==> images/placed.png <==
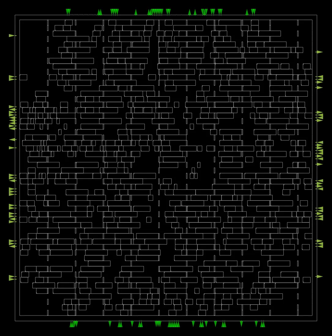
==> images/util_map.png <==
The bar under the picture is 50 µm long. 15 x 15 tiles, from white (low) to dark blue (high), 0 to 100% covered.
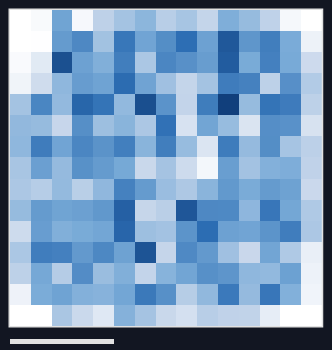
==> images/floorplan.png <==
The bar under the picture is 50 µm long. Pins as bars on the die edge. Tap cells in gray.
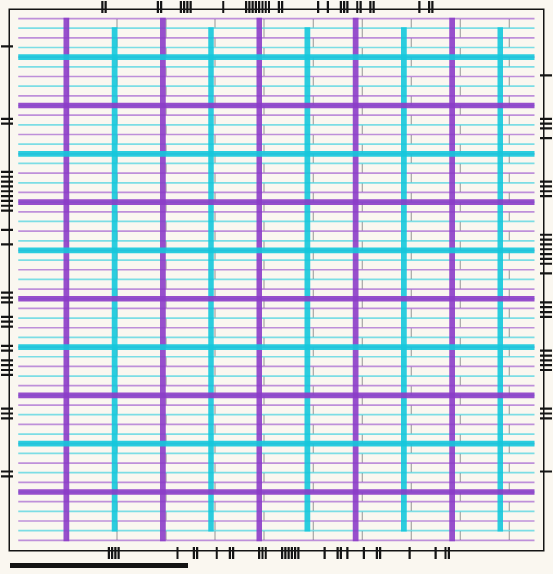
==> images/port_trees.png <==
The bar under the picture is 50 µm long.
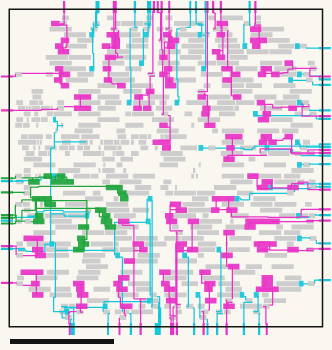
==> config.mk <==
export PLATFORM = sky130hd
export DESIGN_NAME = writeback_queue
export DESIGN_NICKNAME = d
export VERILOG_FILES = /design/src/rtl/writeback_queue_pkg.sv /design/src/rtl/wbq_match.sv /design/src/rtl/writeback_queue.sv
export SDC_FILE = /design/constraint.sdc
export NUM_CORES = 1
export LEC_CHECK = 0
export ABC_CLOCK_PERIOD_IN_PS = 5830
export CAP_MARGIN = 30
export CORE_AREA = 2 2 148 150
export DETAILED_ROUTE_END_ITERATION = 10
export DIE_AREA = 0 0 150 152
export GPL_TIMING_DRIVEN = 0
export PLACE_DENSITY_LB_ADDON = 0.05
export SLEW_MARGIN = 25
export SYNTH_ARGS = -nofsm -noshare
export SYNTH_HDL_FRONTEND = slang
export SYNTH_SLANG_ARGS = --single-unit
==> constraint.sdc <==
create_clock -name clk -period 5.83 [get_ports clk]
set_input_delay 1.4575 -clock clk [delete_from_list [all_inputs] [get_ports clk]]
set_output_delay 1.4575 -clock clk [all_outputs]
set_load 0.05 [all_outputs]
==> src/rtl/writeback_queue_pkg.sv <==
// Shared types for the register-file writeback path.
// Holds the register write bundle, queue entry and producer offer types.
// Optional bypass lookup in writeback_queue is enabled by WBQ_BYPASS_EN.
package writeback_queue_pkg;

   localparam int WBQ_DEPTH_DEFAULT = 4;
   localparam int REG_AW            = 5;
   localparam int XLEN              = 32;

   // Single write port of the integer register file.
   typedef struct packed {
      logic              wren;
      logic [REG_AW-1:0] waddr;
      logic [XLEN-1:0]   wdata;
   } register_write_in_type;

   // One pending register write held in the queue.
   typedef struct packed {
      logic [REG_AW-1:0] waddr;
      logic [XLEN-1:0]   wdata;
   } wbq_entry_type;

   // Result offered by a producer (ALU or LSU).
   typedef struct packed {
      logic              valid;
      logic [REG_AW-1:0] waddr;
      logic [XLEN-1:0]   wdata;
   } wbq_in_type;

   // Writes to x0 are architecturally discarded.
   function automatic logic is_x0(input logic [REG_AW-1:0] addr);
      return (addr == '0);
   endfunction

endpackage

==> src/rtl/wbq_match.sv <==
// Youngest-match search of queued writes for one register read address.
// Latency: purely combinational.
// Backpressure: none; observes queue state only.
module wbq_match
   import writeback_queue_pkg::*;
#(
   parameter int DEPTH = WBQ_DEPTH_DEFAULT
)
(
   input  wbq_entry_type                entries [DEPTH],
   input  logic [$clog2(DEPTH)-1:0]     head,
   input  logic [$clog2(DEPTH):0]       count,
   input  logic [REG_AW-1:0]            raddr,
   output logic                         hit,
   output logic [XLEN-1:0]              data
);

   localparam int PTR_W = $clog2(DEPTH);
   localparam int CNT_W = PTR_W + 1;

   // Walk from oldest to youngest so the last match seen (the youngest) wins.
   always_comb begin
      hit  = 1'b0;
      data = '0;
      for (int i = 0; i < DEPTH; i++) begin
         if ((CNT_W'(i) < count) && !is_x0(raddr) &&
             (entries[head + PTR_W'(i)].waddr == raddr)) begin
            hit  = 1'b1;
            data = entries[head + PTR_W'(i)].wdata;
         end
      end
   end

endmodule

==> src/rtl/writeback_queue.sv <==
// In-order queue merging ALU and LSU results onto the single register-file write port.
// Latency: entry accepted at edge N is presented during N..N+1 and written at edge N+1.
// Backpressure: ready from registered occupancy only; ALU has priority, LSU needs a second free slot.
// Optional: WBQ_BYPASS_EN adds two read-address lookups forwarding the youngest queued value.
module writeback_queue
   import writeback_queue_pkg::*;
#(
   parameter int DEPTH = WBQ_DEPTH_DEFAULT
)
(
   input  logic                   clk,
   input  logic                   rst,
   input  logic                   alu_valid,
   input  logic [REG_AW-1:0]      alu_waddr,
   input  logic [XLEN-1:0]        alu_wdata,
   output logic                   alu_ready,
   input  logic                   lsu_valid,
   input  logic [REG_AW-1:0]      lsu_waddr,
   input  logic [XLEN-1:0]        lsu_wdata,
   output logic                   lsu_ready,
   output register_write_in_type  register_win,
   output logic [$clog2(DEPTH):0] count,
   output logic                   empty
`ifdef WBQ_BYPASS_EN
   ,
   input  logic [REG_AW-1:0]      byp_raddr1,
   input  logic [REG_AW-1:0]      byp_raddr2,
   output logic                   byp_hit1,
   output logic                   byp_hit2,
   output logic [XLEN-1:0]        byp_data1,
   output logic [XLEN-1:0]        byp_data2
`endif
);

   localparam int PTR_W = $clog2(DEPTH);
   localparam int CNT_W = PTR_W + 1;

   wbq_in_type          alu_in;
   wbq_in_type          lsu_in;
   wbq_entry_type       mem [DEPTH];
   logic [PTR_W-1:0]    head;
   logic [PTR_W-1:0]    tail;
   logic [CNT_W-1:0]    cnt_q;
   logic [CNT_W-1:0]    free_slots;
   logic [CNT_W-1:0]    lsu_need;
   logic                alu_fire;
   logic                lsu_fire;
   logic                alu_store;
   logic                lsu_store;
   logic [1:0]          n_stored;
   logic [PTR_W-1:0]    lsu_slot;
   logic                drain;

   // Bundle producer offers for uniform handling below.
   always_comb begin
      alu_in = '{valid: alu_valid, waddr: alu_waddr, wdata: alu_wdata};
      lsu_in = '{valid: lsu_valid, waddr: lsu_waddr, wdata: lsu_wdata};
   end

   // Ready/accept decisions; a same-cycle drain is deliberately not credited.
   always_comb begin
      free_slots = CNT_W'(DEPTH) - cnt_q;
      alu_ready  = (free_slots != '0);
      alu_fire   = alu_in.valid && alu_ready;
      lsu_need   = CNT_W'(1) + CNT_W'(alu_fire);
      lsu_ready  = (free_slots >= lsu_need);
      lsu_fire   = lsu_in.valid && lsu_ready;
      // x0 writes are acknowledged but never occupy a slot.
      alu_store  = alu_fire && !is_x0(alu_in.waddr);
      lsu_store  = lsu_fire && !is_x0(lsu_in.waddr);
      n_stored   = 2'(alu_store) + 2'(lsu_store);
      // ALU entry is older, so LSU lands behind it only if ALU actually stored.
      lsu_slot   = tail + PTR_W'(alu_store);
      drain      = (cnt_q != '0);
   end

   // Entry storage; contents are don't-care outside head..tail-1, so no reset.
   always_ff @(posedge clk) begin
      if (alu_store) begin
         mem[tail] <= '{waddr: alu_in.waddr, wdata: alu_in.wdata};
      end
      if (lsu_store) begin
         mem[lsu_slot] <= '{waddr: lsu_in.waddr, wdata: lsu_in.wdata};
      end
   end

   // Pointer and occupancy bookkeeping; pointers wrap naturally.
   always_ff @(posedge clk or negedge rst) begin
      if (!rst) begin
         head  <= '0;
         tail  <= '0;
         cnt_q <= '0;
      end else begin
         tail  <= tail + PTR_W'(n_stored);
         head  <= head + PTR_W'(drain);
         cnt_q <= cnt_q + CNT_W'(n_stored) - CNT_W'(drain);
      end
   end

   // Present the head entry to the register file; all zero while empty.
   always_comb begin
      register_win = '0;
      if (drain) begin
         register_win.wren  = 1'b1;
         register_win.waddr = mem[head].waddr;
         register_win.wdata = mem[head].wdata;
      end
   end

   // Status outputs.
   always_comb begin
      count = cnt_q;
      empty = (cnt_q == '0);
   end

`ifdef WBQ_BYPASS_EN
   wbq_match #(.DEPTH(DEPTH)) u_match1 (
      .entries (mem),
      .head    (head),
      .count   (cnt_q),
      .raddr   (byp_raddr1),
      .hit     (byp_hit1),
      .data    (byp_data1)
   );

   wbq_match #(.DEPTH(DEPTH)) u_match2 (
      .entries (mem),
      .head    (head),
      .count   (cnt_q),
      .raddr   (byp_raddr2),
      .hit     (byp_hit2),
      .data    (byp_data2)
   );
`endif

endmodule
==> changes_impl.md <==
## Implementation

- Number of buffers between clock root and the deepest sink: 2
- CTS H-Tree Depth: 4
- Worst R2R Setup Slack: 1910 ps
- Overall fraction of global-route tracks in use: 17.4%
- Run status: finished clean
- Number of logged tool warnings: 27
- Initial DRC Count: 211
- Critical Path Source: alu_valid
- End of the critical path: lsu_ready
- Cell types occupying the most area after synthesis: edfxtp_1 (54%), mux2_4 (14%), mux4_2 (10%)
- Summed area of non-filler cells in the final layout: 0.0105 mm²
- Number of diodes added for antenna fixing: 0
- Top-level I/O count: ~120
- Most used logic cell in the final layout: edfxtp_1
- Final #Nets: 691
- RSZ-0062 raised after global routing: false
- Floorplan-stage core utilization: around 39%
- Most instantiated logic cells after routing: edfxtp_1 (148), clkdlybuf4s50_1 (121), mux2_4 (76)
- Series of cell instances along the critical path: clkdlybuf4s50_1 > nand2_1 > ha_1 > nand2b_1 > a21oi_4 > inv_1 > clkdlybuf4s50_1
- Critical R2R Capture: mem[0][24]$_DFFE_PP_
- Aoi/oai-family share of the synthesized area: 0.678%
- Most common reg cell: edfxtp_1
- Post-cts gate resize count: 0
- Maximum operating frequency: roughly 200 MHz
- Number of vias per cell after detailed routing: between 5 and 6
- Half-perimeter wire length after detailed placement: roughly 12 mm
- Seq share, synth: 55.6%
- Maximum single-stage delay on the critical path: 700 ps
- Hold path startpoint: head[0]$_DFF_PN0_
- Count of input and output buffers: 121
- Number of hold buffers added after CTS: 0
- Post-synthesis cell count from yosys: 460
- Hold worst-path end: head[0]$_DFF_PN0_
- Worst-case clock skew: approximately 9 ps
- DP Area: 0.00990 mm²
- Register bit total from synthesis: 155
- Detailed-route wire length per cell: 21.3 µm
- Buffer count from post-CTS setup fixing: 0
- Setup crit end kind: output pin
- Number of global-route vias before repair: roughly 5000
- Max FO, Critical Path: 6
- Placeable core region: 0.0214 mm²
- Number of routed nets with antenna violations: 0
- Per-instance average area after synthesis: 18.1 µm²
- Root Buffer Master: clkbuf_16
- Number of endpoints with negative hold slack in the final report: 0
- Launch point of the worst reg-to-reg path: count[0]$_DFF_PN0_
- Final GP Congestion: 0.697
- Die span in y: roughly 150 µm
- Initial DRT Pass Iterations: 4
- Commonest cells post-synth: edfxtp_1 (148), mux2_4 (76), mux2_2 (72), and2_1 (37), mux4_2 (37)
- Total congestion overflow after global routing: 0
- Final critical delay including setup and external delays: about 5000 ps
- Fillers: 1871
- Portion of netlist area occupied by mux cells: 33.5%
- Worst rel slew slack: 48.1%
- Number of cells on the worst reg-to-reg path: 12
- # DRC: 0
- Kind of cell adding the most delay to the critical path: buffers and inverters
- Syn_nets: 551
- Hold WC Path Type: reg2reg
- Clock latency of the later-clocked register in the worst-skew pair: 420 ps
- Top cell type by total area after synthesis: edfxtp_1
- Via total after detailed routing: ~4500
- Clock transition time at the flip-flop clock pins of the worst setup and hold paths: 60 ps
- Largest net degree at the start of global routing: 38
- CP arrival: 3560 ps
- WL final: 19.0 mm
- Number of sinks on the clock net: 155
- Post-route clock period utilization: 86.1%
- Setup tns final: 0 ps
- Max-slew violation count: 0
- Cell with the largest stage delay on the worst path: clkdlybuf4s50_1
- Main logic family after synthesis: multiplexers
- Simple logic cell fraction of the synthesized area: 4.17%
- Required time reported for the critical path endpoint: roughly 4400 ps
- Clock tree from TritonCTS: built
- Category of the critical setup timing path: in2out
- Number of flip-flops under the largest register name: between 100 and 150
- Number of buffers created by CTS: 17
- XOR/XNOR Area Share: 0.738%
- Warning count from the yosys run: 0
- Most used cell along the critical path: clkdlybuf4s50_1
- Setup violators final: 0
- Largest register by flop count: mem
- Worst path depth: 7
- Worst-margin pin slew: 779 ps
- Startpoint types: primary input
- Area fraction in full adders, half adders and majority gates: under 10%
- Top-count cell post-synth: edfxtp_1
- Buffers and inverters on the worst path: 3
- Async set-or-reset flop fraction in the synthesized netlist: 4.52%
- Number of distinct library cells after synthesis: 27
- Layout-stage area growth over the synthesis result: 26.7%
- Number of instances in the synthesized netlist: 460
- Summed instance area of the synthesized netlist: around 0.0083 mm²
- Count of flip-flops with a built-in enable after synthesis: 148
- Cell depth of the worst hold path: 1
## Picture notes: placed.png
post-layout util: 49.3%
total number of placement rows: 54
flop share of the area: 43.9%
post-route non-filler standard cell count: 893

## Picture notes: util_map.png
fullest tile: 94%
mean over tiles: 45%
tiles over 75% full: 5.8%

## Picture notes: floorplan.png
legend:
  cyan:
    net: VDD
  purple:
    net: VSS
met5 straps: 10
signal pins: 122

## Picture notes: port_trees.png
legend:
  magenta:
    port: lsu_wdata
    direction: input
    edge: 11 top, 9 bottom, 8 right, 4 left
    end_cells: 128
    buffers: 32
    wire: 1470 µm
  green:
    port: lsu_waddr
    direction: input
    edge: left
    end_cells: 22
    buffers: 5
    wire: 276 µm
  cyan:
    port: register_win
    direction: output
    edge: 14 right, 12 bottom, 9 top, 3 left
    end_cells: 38
    buffers: 40
    wire: 1170 µm

==> through the flow <==
stage	hold WS (ps)	std cells	worst slack [ps]	utilization [%]
floorplan	461	460	1800	-
global placement	472	861	495	46.2
detailed placement	486	861	726	46.4
CTS	500	893	786	49.3
global route	514	893	704	49.3
finish	494	893	809	49.3
==> layout make-up <==
cell class	instances	area, µm²	area share [%]
clock inverter	14	195	1.85
inverter	13	48.8	0.464
buffer	30	218	2.07
multi-input combinational	262	3450	32.8
sequential	155	4620	43.9
clock buffer	18	429	4.08
timing repair buffer	121	1210	11.5
tap	280	350	3.33
==> routing by layer <==
layer | GRT usage (%) | share of wire (%)
met1 | 22.8 | 44
met2 | 29.7 | 51
met3 | 3.15 | 3.8
met4 | 4.85 | 1.2
met5 | 0 | 0
